Run 1, sequential cells grouped by signal name:
The bar under the picture is 20 um long. Other sequential cells in the stronger grey, the rest of the logic in the fainter grey.
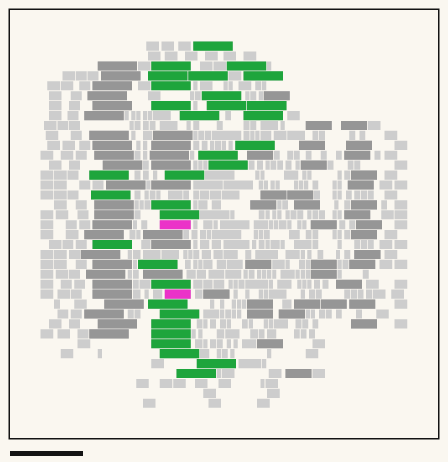
Run 1, routing congestion map:
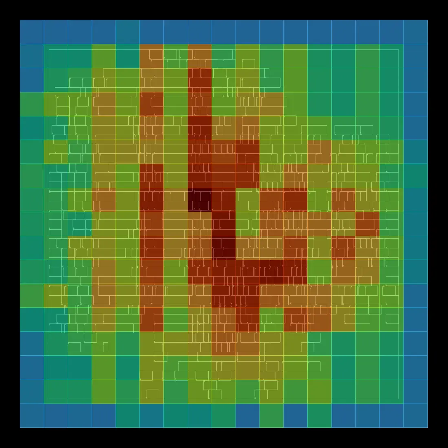
Run 1, selected gate families:
The bar under the picture is 20 um long.
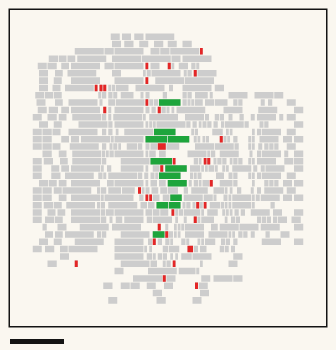
===== src/rtl/multiword_adder_pkg.sv =====
// -----------------------------------------------------------------------------
// multiword_adder_pkg
//   Shared types and helpers for the multi-word add/subtract sequencer.
//   - state_t       : sequencer states (IDLE, RUN, DONE)
//   - idx_width()   : width of the word index for a given word count
// -----------------------------------------------------------------------------
package multiword_adder_pkg;

  typedef enum logic [1:0] {
    IDLE = 2'd0,
    RUN  = 2'd1,
    DONE = 2'd2
  } state_t;

  // Word index width. Clamped to at least one bit so a degenerate word count
  // still yields a legal vector.
  function automatic int idx_width(input int num_words);
    return (num_words < 2) ? 1 : $clog2(num_words);
  endfunction

endpackage


===== src/rtl/ripple_carry_adder.sv =====
// -----------------------------------------------------------------------------
// ripple_carry_adder
//   Purely combinational bit_width-wide ripple carry adder.
//   Ports:
//     a, b  : addends (bit_width)
//     cin   : carry in
//     s     : sum (bit_width)
//     cout  : carry out of the most significant bit
// -----------------------------------------------------------------------------
module ripple_carry_adder #(
  parameter int bit_width = 8
) (
  input  logic [bit_width-1:0] a,
  input  logic [bit_width-1:0] b,
  input  logic                 cin,
  output logic [bit_width-1:0] s,
  output logic                 cout
);

  // The carry is a single variable threaded through the loop, so the chain
  // is expressed in order without a feedback vector.
  always_comb begin
    logic c;
    // NOTE: every output of a combinational block gets a value before any
    // conditional or loop logic; otherwise a path that skips the assignment
    // infers a latch.
    s    = '0;
    c    = cin;
    for (int i = 0; i < bit_width; i++) begin
      s[i] = a[i] ^ b[i] ^ c;
      c    = (a[i] & b[i]) | (c & (a[i] ^ b[i]));
    end
    cout = c;
  end

endmodule


===== src/rtl/multiword_adder_ctrl.sv =====
// -----------------------------------------------------------------------------
// multiword_adder_ctrl
//   Wide (num_words x bit_width) add/subtract using one shared bit_width adder,
//   one word per cycle, least-significant word first. Carry is held in a
//   register between words.
//   Ports:
//     clk, rst             : clock, synchronous active-high reset
//     in_valid / in_ready  : operand handshake (in_ready high only in IDLE)
//     a, b                 : operands (bit_width*num_words)
//     cin                  : carry in for add, ignored for subtract
//     sub                  : 1 = a - b
//     out_valid / out_ready: result handshake (out_valid high only in DONE)
//     sum                  : registered result (bit_width*num_words)
//     cout                 : final carry; for subtract 1 = no borrow
// -----------------------------------------------------------------------------
module multiword_adder_ctrl
  import multiword_adder_pkg::*;
#(
  parameter int bit_width = 8,
  parameter int num_words = 4
) (
  input  logic                           clk,
  input  logic                           rst,
  input  logic                           in_valid,
  output logic                           in_ready,
  input  logic [bit_width*num_words-1:0] a,
  input  logic [bit_width*num_words-1:0] b,
  input  logic                           cin,
  input  logic                           sub,
  output logic                           out_valid,
  input  logic                           out_ready,
  output logic [bit_width*num_words-1:0] sum,
  output logic                           cout
);

  localparam int total_width = bit_width * num_words;
  localparam int iw          = idx_width(num_words);

  state_t                 state_q, state_d;
  logic [total_width-1:0] a_q, b_q, sum_q;
  logic                   carry_q;
  logic [iw-1:0]          idx_q;
  logic                   last_word;
  logic                   accept;

  logic [bit_width-1:0]   add_a, add_b, add_s;
  logic                   add_cout;

  assign last_word = (idx_q == iw'(num_words - 1));
  assign accept    = (state_q == IDLE) && in_valid;

  // Handshake outputs come straight from the state register.
  assign in_ready  = (state_q == IDLE);
  assign out_valid = (state_q == DONE);
  assign sum       = sum_q;
  // The carry register holds the final word's carry once in DONE.
  assign cout      = carry_q;

  // ---------------------------------------------------------------------------
  // Next-state logic
  // ---------------------------------------------------------------------------
  always_comb begin
    state_d = state_q;
    unique case (state_q)
      IDLE:    if (in_valid)  state_d = RUN;
      RUN:     if (last_word) state_d = DONE;
      DONE:    if (out_ready) state_d = IDLE;
      default:                state_d = IDLE;
    endcase
  end

  // ---------------------------------------------------------------------------
  // Shared word adder
  // ---------------------------------------------------------------------------
  assign add_a = a_q[idx_q*bit_width +: bit_width];
  assign add_b = b_q[idx_q*bit_width +: bit_width];

  ripple_carry_adder #(
    .bit_width(bit_width)
  ) u_adder (
    .a   (add_a),
    .b   (add_b),
    .cin (carry_q),
    .s   (add_s),
    .cout(add_cout)
  );

  // ---------------------------------------------------------------------------
  // Control and result registers
  // ---------------------------------------------------------------------------
  // NOTE: sequential state uses non-blocking assignments so every register
  // samples pre-edge values, independent of statement order.
  always_ff @(posedge clk) begin
    if (rst) begin
      state_q <= IDLE;
      sum_q   <= '0;
      carry_q <= 1'b0;
      idx_q   <= '0;
    end else begin
      state_q <= state_d;
      unique case (state_q)
        IDLE: begin
          if (in_valid) begin
            carry_q <= sub ? 1'b1 : cin;
            idx_q   <= '0;
            sum_q   <= '0;
          end
        end
        RUN: begin
          sum_q[idx_q*bit_width +: bit_width] <= add_s;
          carry_q <= add_cout;
          if (!last_word) idx_q <= idx_q + 1'b1;
        end
        default: ;
      endcase
    end
  end

  // Captured operands. Subtraction is a + ~b + 1, so b is inverted here and
  // the +1 enters through the carry register.
  // NOTE: these data registers carry no reset; they are always loaded on
  // accept before they are read, so resetting them only costs routing.
  always_ff @(posedge clk) begin
    if (accept) begin
      a_q <= a;
      b_q <= sub ? ~b : b;
    end
  end

endmodule


===== config.mk =====
export PLATFORM = sky130hd
export DESIGN_NAME = multiword_adder_ctrl
export DESIGN_NICKNAME = d
export VERILOG_FILES = /design/src/rtl/multiword_adder_pkg.sv /design/src/rtl/ripple_carry_adder.sv /design/src/rtl/multiword_adder_ctrl.sv
export SDC_FILE = /design/constraint.sdc
export NUM_CORES = 1
export LEC_CHECK = 0
export ABC_AREA = 1
export ABC_CLOCK_PERIOD_IN_PS = 4100
export CORE_MARGIN = 8
export CORE_UTILIZATION = 45
export CTS_CLUSTER_DIAMETER = 120
export CTS_CLUSTER_SIZE = 12
export DETAILED_ROUTE_END_ITERATION = 10
export PLACE_DENSITY = 0.79
export SLEW_MARGIN = 15
export SYNTH_ARGS = -nofsm -noshare
export SYNTH_HDL_FRONTEND = slang
export SYNTH_SLANG_ARGS = --single-unit

===== constraint.sdc =====
create_clock -name clk -period 4.1 [get_ports clk]
set_input_delay 0.41 -clock clk [delete_from_list [all_inputs] [get_ports clk]]
set_output_delay 0.41 -clock clk [all_outputs]
set_load 0.005 [all_outputs]

==> results_dict.tcl, run 1 <==
# collected from the flow reports
set metrics [dict create \
    status "finished with violations" \
    violations "setup timing" \
    n_clock_buffer 9 \
    ff_type "edfxtp_1" \
    slew_viol_final 0 \
    skew_ps 10.2 \
    post-place-ws_ps -127 \
    netlist_logic_family_top "simple AND/OR/NAND/NOR gates" \
    finalSetupViolations 4 \
    pin_count 105 \
    clock-sinks 101 \
    hpwl_um 8180 \
    adder_share_pct 4.55 \
    chipArea_sq_um 13800 \
    reg2reg_depth 18 \
    dieWidth_um 117 \
    wl_met1_um 4260 \
    fin_util_pct 59.8 \
    root_buffer "clkbuf_8" \
    synth_flops 101 \
    nNonClkBuffers 122 \
    edf_count 64 \
    fin_hold_ws_ps 492 \
    critPathLaunchType "register" \
    htree_levels 3 \
    synth_cell_types 25 \
    rows 37 \
    grt_pass1_wl_um 17400 \
    min_from "sum[13]" \
    cp_num_buf_inv 4 \
    timing.rr.start "idx_q[0]" \
    place_area_sq_um 5790 \
    postLayoutSetupSlackWorst_ps -68.0 \
    p_sw_share_pct 29.2 \
    yosys_warnings 0 \
    layout_min_cycle_time_ps 4170 \
]
About 'sequential cells grouped by signal name':
legend:
  green:
    name_in_the_netlist: a_q
    flops: 32
    where: a column down the middle
  magenta:
    name_in_the_netlist: idx_q
    flops: 2
not coloured: 67
P_seq: 1170 uW
Flop area: 2670 sq um
Seq area share: 44.0%

About 'routing congestion map':
met1 usage: 17.2%
WL per Instance: 15.2 um
met3 Usage GRT: 4.75%
GR peak layer: met2
GRT Total Usage: 15.3%

About 'selected gate families':
legend:
  red:
    family: inv cells
    cells: 33
    most_used: inv_1
  green:
    family: fa/ha/maj cells
    cells: 12
    most_used: fa_2
    where: middle
Comb area share: 28.5%
Commonest Layout Cell: clkdlybuf4s50_1
Non-Filler Instances: 705

Run 1, signal wires by layer:
The bar under the picture is 20 um long.
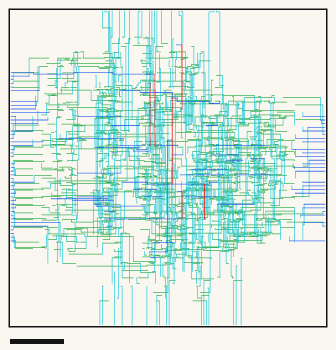

==> run 2, diff against run 1 <==
--- a/config.mk
+++ b/config.mk
@@ -6,7 +6,7 @@
 export NUM_CORES = 1
 export LEC_CHECK = 0
 export ABC_AREA = 1
-export ABC_CLOCK_PERIOD_IN_PS = 4100
+export ABC_CLOCK_PERIOD_IN_PS = 3600
 export CORE_MARGIN = 8
 export CORE_UTILIZATION = 45
 export CTS_CLUSTER_DIAMETER = 120
==> constraint.sdc (replaced) <==
create_clock -name clk -period 3.6 [get_ports clk]
set_input_delay 0.36 -clock clk [delete_from_list [all_inputs] [get_ports clk]]
set_output_delay 0.36 -clock clk [all_outputs]
set_load 0.005 [all_outputs]
Run 2, signal wires by layer:
The bar under the picture is 20 um long.
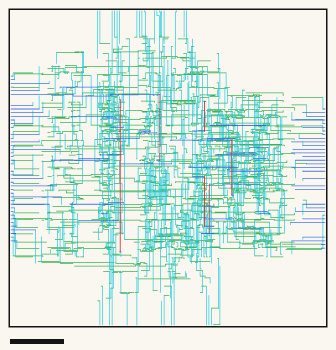
legend:
  red:
    layer: M4
    wire_length: 149 um
  cyan:
    layer: M2
    wire_length: 5100 um
  blue:
    layer: M3
    wire_length: 864 um
  green:
    layer: M1
    wire_length: 4260 um
Post-Route WL: 10400 um
WL per Instance: 14.8 um
via count: 3535
GRT Total Usage: 15.1%

==> results_dict.tcl, run 2 <==
# collected from the flow reports
set metrics [dict create \
    finalSetupViolations 9 \
    edf_count 64 \
    nNonClkBuffers 118 \
    gr-usage-met3_pct 4.22 \
    grt_pass1_wl_um 17000 \
    adder_share_pct 4.55 \
    grtUsageMet1_pct 17.8 \
    fin_util_pct 59.8 \
    critPathLaunchType "register" \
    timing.rr.start "idx_q[0]" \
    slew_viol_final 0 \
    clock-sinks 101 \
    min_from "sum[3]" \
    cp_num_buf_inv 3 \
    mostFrequentLayoutCell "clkdlybuf4s50_1" \
    place_area_sq_um 5830 \
    synth_cell_types 25 \
    layout_min_cycle_time_ps 3980 \
    p_sw_share_pct 27.1 \
    wl_met1_um 4260 \
    busiest_layer "met2" \
    dieWidth_um 117 \
    postLayoutSetupSlackWorst_ps -380 \
    crit_start "idx_q[0]" \
    n_clock_buffer 9 \
    rows 37 \
    regArea_sq_um 2670 \
    yosys_warnings 0 \
    violations "setup timing" \
    skew_ps 13.4 \
    netlist_logic_family_top "simple AND/OR/NAND/NOR gates" \
    synth_flops 101 \
    ff_type "edfxtp_1" \
    status "finished with violations" \
    reg2reg_depth 18 \
    htree_levels 3 \
]
Run 2, selected gate families:
The bar under the picture is 20 um long.
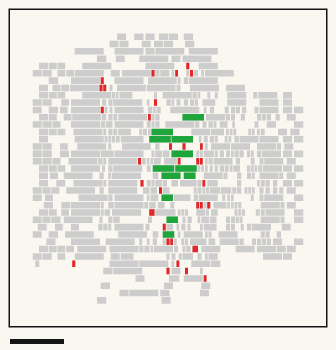
legend:
  red:
    family: inv cells
    cells: 33
    most_used: inv_1
  green:
    family: fa/ha/maj cells
    cells: 12
    most_used: fa_2
    where: middle
Non-Filler Instances: 701
Comb area share: 28.3%

Run 2, routing congestion map:
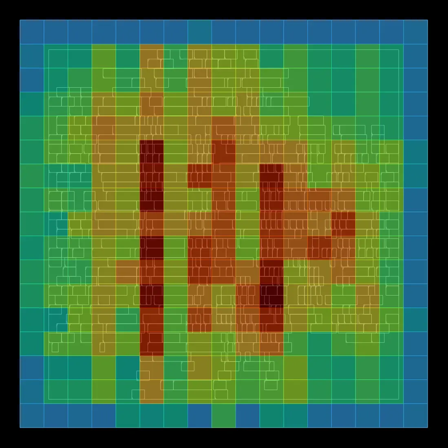

==> run 3, diff against run 2 <==
--- a/config.mk
+++ b/config.mk
@@ -7,11 +7,13 @@
 export LEC_CHECK = 0
 export ABC_AREA = 1
 export ABC_CLOCK_PERIOD_IN_PS = 3600
+export CAP_MARGIN = 20
 export CORE_MARGIN = 8
 export CORE_UTILIZATION = 45
 export CTS_CLUSTER_DIAMETER = 120
 export CTS_CLUSTER_SIZE = 12
 export DETAILED_ROUTE_END_ITERATION = 10
+export GPL_TIMING_DRIVEN = 0
 export PLACE_DENSITY = 0.79
 export SLEW_MARGIN = 15
 export SYNTH_ARGS = -nofsm -noshare
Run 3, routing congestion map:
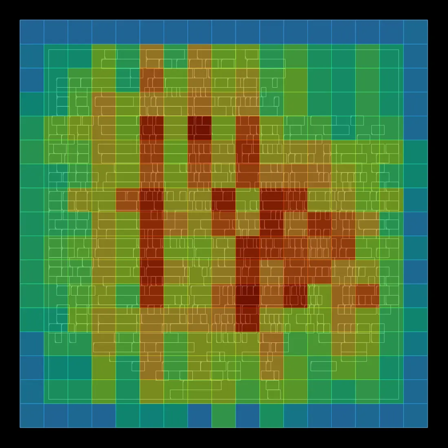
WL per Instance: 15.5 um
met2 Usage GRT: 26.7%

==> results_dict.tcl, run 3 <==
# collected from the flow reports
set metrics [dict create \
    status "finished with violations" \
    violations "setup timing" \
    timing.rr.start "idx_q[0]" \
    nets 659 \
    critPathLaunchType "register" \
    cpPeakStageDelay_ps 440 \
    synth.cellmix.simpleShare_pct 17.1 \
    layout_min_cycle_time_ps 4210 \
    chipArea_sq_um 13800 \
    grtUsageMet1_pct 19.0 \
    track_usage_pct 15.9 \
    nNonClkBuffers 135 \
    cp_num_buf_inv 5 \
    grt_pass1_wl_um 18000 \
    logic_area_sq_um 1790 \
    endpoint_kind "register" \
    area_leaders "edfxtp_1, dfxtp_1, xor2_1" \
    pin_count 105 \
    min_from "rst" \
    adder_share_pct 4.55 \
    via_count 3636 \
    edf_count 64 \
    fin_cells 718 \
    hpwl_um 8530 \
    pg_seq_uw 1330 \
    htree_levels 3 \
    ys_cells 455 \
    p_sw_share_pct 29.7 \
    n_clock_buffer 9 \
    synth-area-yosys_sq_um 4620 \
    aoi_share_pct 8.88 \
    mostFrequentLayoutCell "clkdlybuf4s50_1" \
    cp_data_arrival_time_ps 4440 \
    synth_flops 101 \
    finalSetupViolations 11 \
    ff_type "edfxtp_1" \
    reg2reg_depth 19 \
    warnings 32 \
    crit_start "idx_q[0]" \
    place_area_sq_um 5930 \
    root_buffer "clkbuf_8" \
    non_clock_inverter_count 33 \
    wl_met1_um 4800 \
    ys_sh_xor_pct 6.06 \
    gr-usage-met3_pct 4.75 \
    netlist_logic_family_top "simple AND/OR/NAND/NOR gates" \
    post_cts_resized 16 \
    power_frac_clock_pct 25.3 \
    async_flop_share_pct 0 \
    cts_tree "built" \
    dieWidth_um 117 \
    synth_cell_types 25 \
    slew_viol_final 0 \
    post-place-ws_ps -724 \
    comb_share_pct 28.5 \
    fin_hold_ws_ps 317 \
    yosys_warnings 0 \
    highest_layer "met4" \
    synthCells 455 \
    rows 37 \
    skew_ps 13.6 \
    busiest_layer "met2" \
    largest_class "registers" \
    clock-sinks 101 \
    largest_area_cell "edfxtp_1" \
    postLayoutSetupSlackWorst_ps -606 \
    fin_tns_setup_ps -3650 \
    initCoreUtil_pct 45.6 \
    timing.final.crit_share_pct 117 \
]
Run 3, sequential cells grouped by signal name:
The bar under the picture is 20 um long. Other sequential cells in the stronger grey, the rest of the logic in the fainter grey.
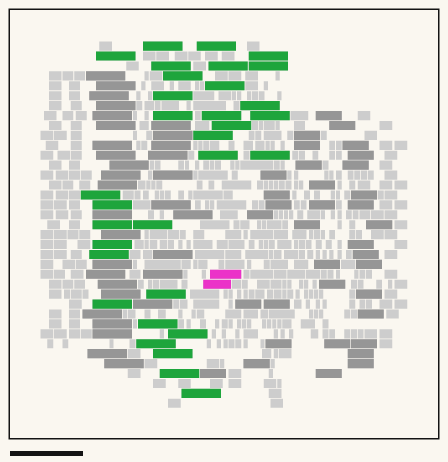
legend:
  magenta:
    name_in_the_netlist: idx_q
    flops: 2
  green:
    name_in_the_netlist: a_q
    flops: 32
Flop area: 2670 sq um
post-layout util: 61.8%
Seq area share: 42.6%

No activity file was given, so power comes from the tool's default toggle rates.
